==> config.mk <==
export PLATFORM = sky130hd
export DESIGN_NAME = call_request_registry
export DESIGN_NICKNAME = d
export VERILOG_FILES = /design/src/rtl/call_request_registry.sv
export SDC_FILE = /design/constraint.sdc
export NUM_CORES = 1
export LEC_CHECK = 0
export ABC_CLOCK_PERIOD_IN_PS = 2900
export CORE_MARGIN = 5
export CORE_UTILIZATION = 55
export CTS_BUF_LIST = sky130_fd_sc_hd__clkbuf_8
export DETAILED_ROUTE_END_ITERATION = 10
export GPL_TIMING_DRIVEN = 0
export PLACE_DENSITY = 0.95
export SLEW_MARGIN = 20
export SYNTH_ARGS = -nofsm -noshare
export SYNTH_HDL_FRONTEND = slang
export SYNTH_SLANG_ARGS = --single-unit
==> constraint.sdc <==
create_clock -name clk -period 2.9 [get_ports clk]
set_input_delay 0.58 -clock clk [delete_from_list [all_inputs] [get_ports clk]]
set_output_delay 0.58 -clock clk [all_outputs]
set_load 0.005 [all_outputs]
==> run_1/met1.png <==
Bar = 20 um. Supply wires on this layer in grey.
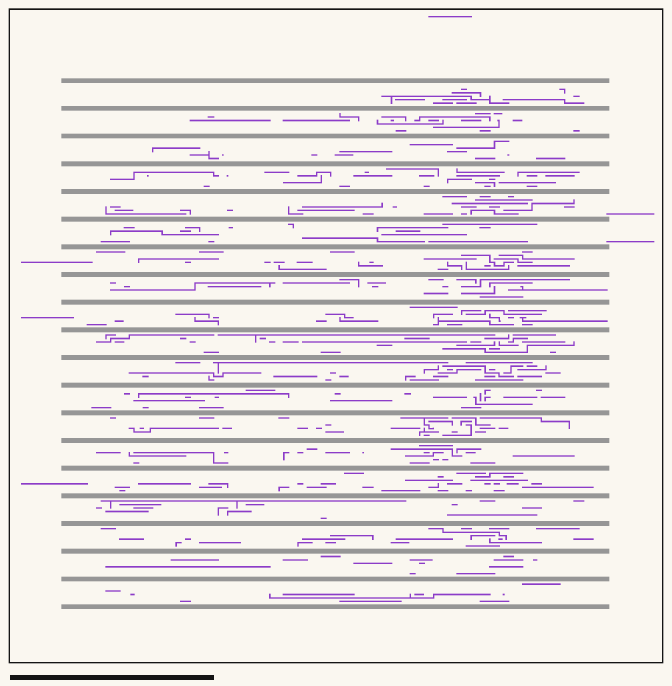
175 nets have wire on it. The layer carries 1170 um of wire. The layer holds 41% of the routed length. The wires run mostly horizontal. The longest straight run is 29.9 um.
met1 Resource Use GR: 16.0%
Vias: 1106
Routed WL: 2860 um

==> run_1/met2.png <==
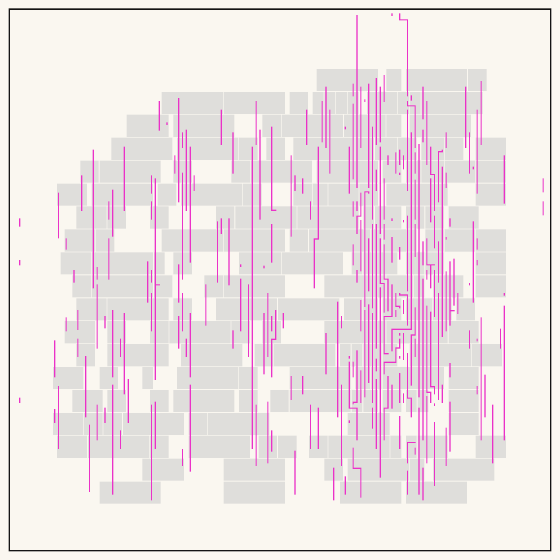
The layer holds 46% of the routed length. The layer carries 1320 um of wire. The wires run mostly vertical. The longest straight run is 35.7 um.
met2 GRT Util: 25.5%

==> run_1/met3.png <==
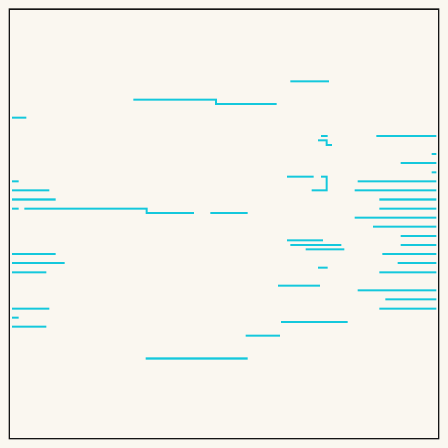
The longest straight run is 18.2 um. The wires run mostly horizontal.
grt met3 use: 6.65%

==> impl_metrics.ini, run 1 <==
; implementation run metrics
[run_status]
status = completed

[die]
io-pin-count = 33
die-area_mm2 = 0.00410
rows = 19
core-area_mm2 = 0.00278
num_tap_cells = 31
die_x_um = 64.1

[grt]
grt_pass1_vias = 1102
busiest_layer = met2
antenna_found_initial = 0
overflow = 0
grt_max_degree = 15
grt_pass1_wl_um = 4810
grt.total_usage_pct = 15.2

[sta]
fin_skew_ps = 3.87
maxSlewViolCount = 0
min_period_over_period_pct = 69.2
hold_violations = 0
layout_setup_ws_ps = 892
tightest_slew_ps = 518
max_freq_mhz = 498
rsz0062_at_grt = no
setup_viol = 0
setup_tns_ps = 0
max_slew_margin_pct = 65.5

[logic_synthesis]
yosysWarnings = 0
postSynthCellCount = 145
synth-edff-count = 0
simple_gate_share_pct = 26.4
avgSynthCellArea_um2 = 11.1
synthMuxAreaShare_pct = 0
yosys_area_mm2 = 0.00161
yosysSeqAreaShare_pct = 66.0
yosysTopAreaCellShare_pct = 66.0
synthFlopType = dfxtp_1
floorplan.nets = 165
synth.largest_area_cell = dfxtp_1
aoi_share_pct = 6.07
synthAdderAreaFrac_pct = 0
yosys_cells = 145
top_cells_by_count = dfxtp_1, nor2b_1, nor2_1, nor3_1, nor4_1
top_logic_kind = simple AND/OR/NAND/NOR gates
ys_sh_xor_pct = 0
synth.most_common_cell = dfxtp_1
synth.distinct_cells = 26
ys_ff = 53

[cells_and_area]
largest_cell_class = flip-flops and latches
drive_gt1_share_pct = 5.46
n_all_inverters = 2
final_common_cell = dfxtp_1
lay_top_cells = dfxtp_1, nor2b_1, clkdlybuf4s50_1
nNonClkBuffers = 34
flops = 53
mi_logic_area_um2 = 522
num_antenna_cells = 0
sh_seq_area_pct = 52.3
nNetsFinal = 202
bufAreaShareNonClock_pct = 15.7
logic_gate_count = 86
post-route-util_pct = 72.9
flop_area_mm2 = 0.00106
fill_cells = 200
area.growth.synth_to_final_pct = 26.1
fin_area_mm2 = 0.00203

[place]
dp_hpwl_um = 2130
io_buffers = 30
routabilityCongestion = 0.959
dp_slack_ps = 618

[power]
p_leak_nw = 0.807
peakVddDrop_mv = 0.612
powerDensity_mw_per_mm2 = 603

[clock_network]
cts_buffers = 5
post-cts-setup-buffers = 0
clkTransAtPathRegs_ps = 80
htreeDepth = 2
cts_sinks = 53
cts_tree = done
cts_hold_buffers = 0
clkLatencyLatePin_ps = 300
cts_buffer_depth = 2

[worst_setup_path]
worstPathRequired_ps = 3090
start_kind = input port
r2r_slack_ps = 1370
worstSetupPathType = input port to register
worst-path-max-fanout = 4
cp.arrival_ps = 2200
rr_worst_depth = 4

[routing]
wl_per_cell_um = 13.4
first_iter_violations = 97
drtPass1Iterations = 4
avgViaCountPerCell = 5.17
drc_errors = 0

[worst_hold_path]
min_path_type = register to register

[run]
cap_violations = 0
openroad.warnings = 28
-- run 1: layer usage --
metal,up-vias,share of wire (%)
li1,544,-
met1,500,41
met2,54,46
met3,8,11
met4,0,2.5
met5,-,0
-- run 1: power by group --
| group | total (mW) | internal (mW) | switching, mW | leakage, nW |
|---|---|---|---|---|
| logic | 0.0929 | 0.0555 | 0.0374 | 0.321 |
| registers | 0.762 | 0.754 | 0.00854 | 0.434 |
| clock network | 0.367 | 0.161 | 0.206 | 0.0519 |
-- run 1: critical path, stage by stage --
cell,delay [ps]
clkdlybuf4s50_1,520
or3b_4,420
o21bai_2,230
o22ai_1,150
a221o_1,300
-- run 1: stage by stage --
stage / total power [mW] / cells
finish: 1.22 / 214
global route: 1.28 / 214
CTS: 1.23 / 214
detailed placement: 0.872 / 206
global placement: 0.866 / 206
floorplan: 0.822 / 145
==> run_1/final_congestion.png <==
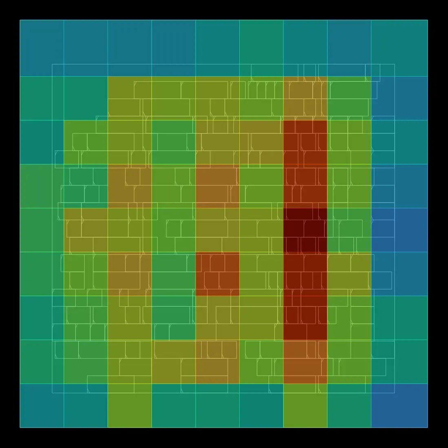

--- run 2 (diff from run 1) ---
- ABC_CLOCK_PERIOD_IN_PS: 2900 -> 1780
- CORE_UTILIZATION: 55 -> 47
- PLACE_DENSITY: 0.95 -> 0.89
- clock period: 2.9 -> 1.78 ns (I/O delays scaled with it)
==> run_2/final_congestion.png <==
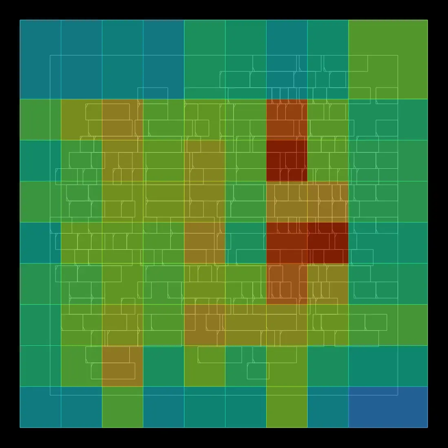
GR peak layer: met2
gr usage total: 12.6%
Core Util, Final: 61.5%
grt met3 use: 6.40%

==> run_2/met1.png <==
Bar = 20 um. Supply wires on this layer in grey.
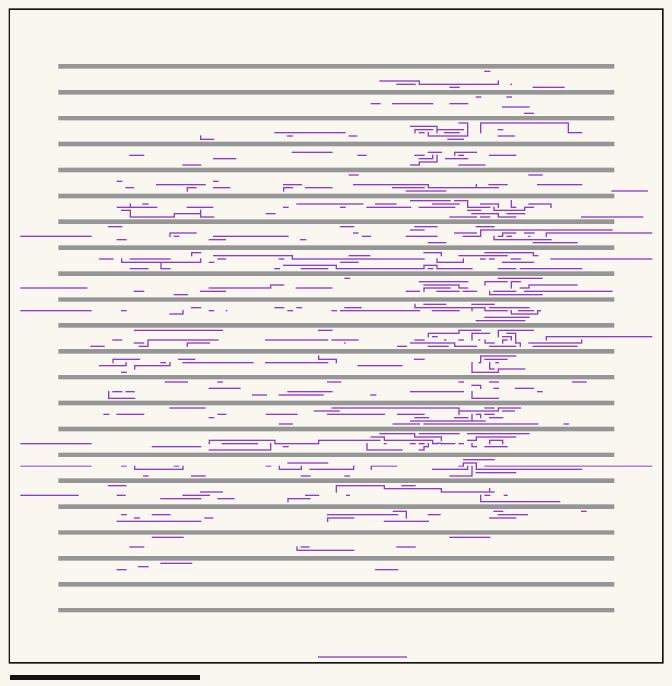
The layer holds 42% of the routed length. 176 nets have wire on it. The layer carries 1110 um of wire. The longest straight run is 17.5 um.
Vias: 1078
met1 Resource Use GR: 11.9%

==> impl_metrics.ini, run 2 <==
; implementation run metrics
[run_status]
status = completed

[worst_setup_path]
cp.arrival_ps = 1950
start_kind = input port
cpPeakStageDelay_ps = 520
worstPathRequired_ps = 1970
crit_chain = clkdlybuf4s50_1, or3b_4, nor2_2, o311ai_1, a221o_1
worst-path-max-fanout = 4
cp_top_family = simple AND/OR/NAND/NOR gates
critPathSlowestCell = clkdlybuf4s50_1
crit_cells = 5
timing.critical_path.buf_inv = 1

[clock_network]
cts_hold_buffers = 0
cts_buffers = 5
cts_buffer_depth = 2
clkLatencyLatePin_ps = 290
cts_tree = done

[routing]
wl_met3_um = 208
drc_errors = 0
wl_met2_um = 1290
m1WireLength_um = 1110
drtPass1Iterations = 4
first_iter_violations = 34
top_layer = met4
avgViaCountPerCell = 4.73

[run]
cap_violations = 0
openroad.warnings = 28

[logic_synthesis]
yosysWarnings = 0
aoi_share_pct = 6.07
synth.distinct_cells = 26
yosys_cells = 145
synthAdderAreaFrac_pct = 0
postSynthCellCount = 145
top_logic_kind = simple AND/OR/NAND/NOR gates
simple_gate_share_pct = 26.4
synthMuxAreaShare_pct = 0
floorplan.nets = 165
ys_sh_xor_pct = 0

[sta]
max_slew_margin_pct = 62.6
rsz0062_at_grt = no
max_freq_mhz = 565
setup_viol = 0
layout_setup_ws_ps = 10.8
fin_skew_ps = 3.82
setup_tns_ps = 0

[power]
internal_power_mw = 1.62
power.share.clock_pct = 31.0
p_leak_nw = 0.803
p_seq_share_pct = 61.6
p_sw_mw = 0.397
power_mw = 2.02
top_power_group = registers
combinationalPower_mw = 0.149

[place]
routabilityCongestion = 0.863
dp_hpwl_um = 2010

[worst_hold_path]
min_path_type = register to register

[cells_and_area]
fin_area_mm2 = 0.00205
lay_top_cells = dfxtp_1, nor2b_1, clkdlybuf4s50_1
final_cells = 228

[grt]
grt_pass1_vias = 1073
overflow = 0

[die]
die_x_um = 68.5
## run 2: cell counts after synthesis
No cell type changed its count.
## run 2: kinds of logic after synthesis
kind of cell	count (synthesis)
buf+inv	6
flops	53
simple gates	73
compound gates	13
## run 2: cell type report
type	instances	area, um^2
Timing Repair Buffer	30	300
Multi-Input combinational cell	86	522
Sequential cell	53	1060
Buffer	4	17.5
Inverter	2	7.51
Fill cell	282	1280
Clock buffer	6	82.6
Clock inverter	1	3.75
Tap cell	46	57.6
## run 2: layer usage
| layer | GRT usage, % | vias up |
|---|---|---|
| met2 | 21.5 | 43 |
| met4 | 7.69 | 0 |
| met3 | 6.40 | 7 |
| li1 | - | 543 |
| met5 | 0 | - |
| met1 | 11.9 | 485 |
Power and IR drop assume default switching activity.
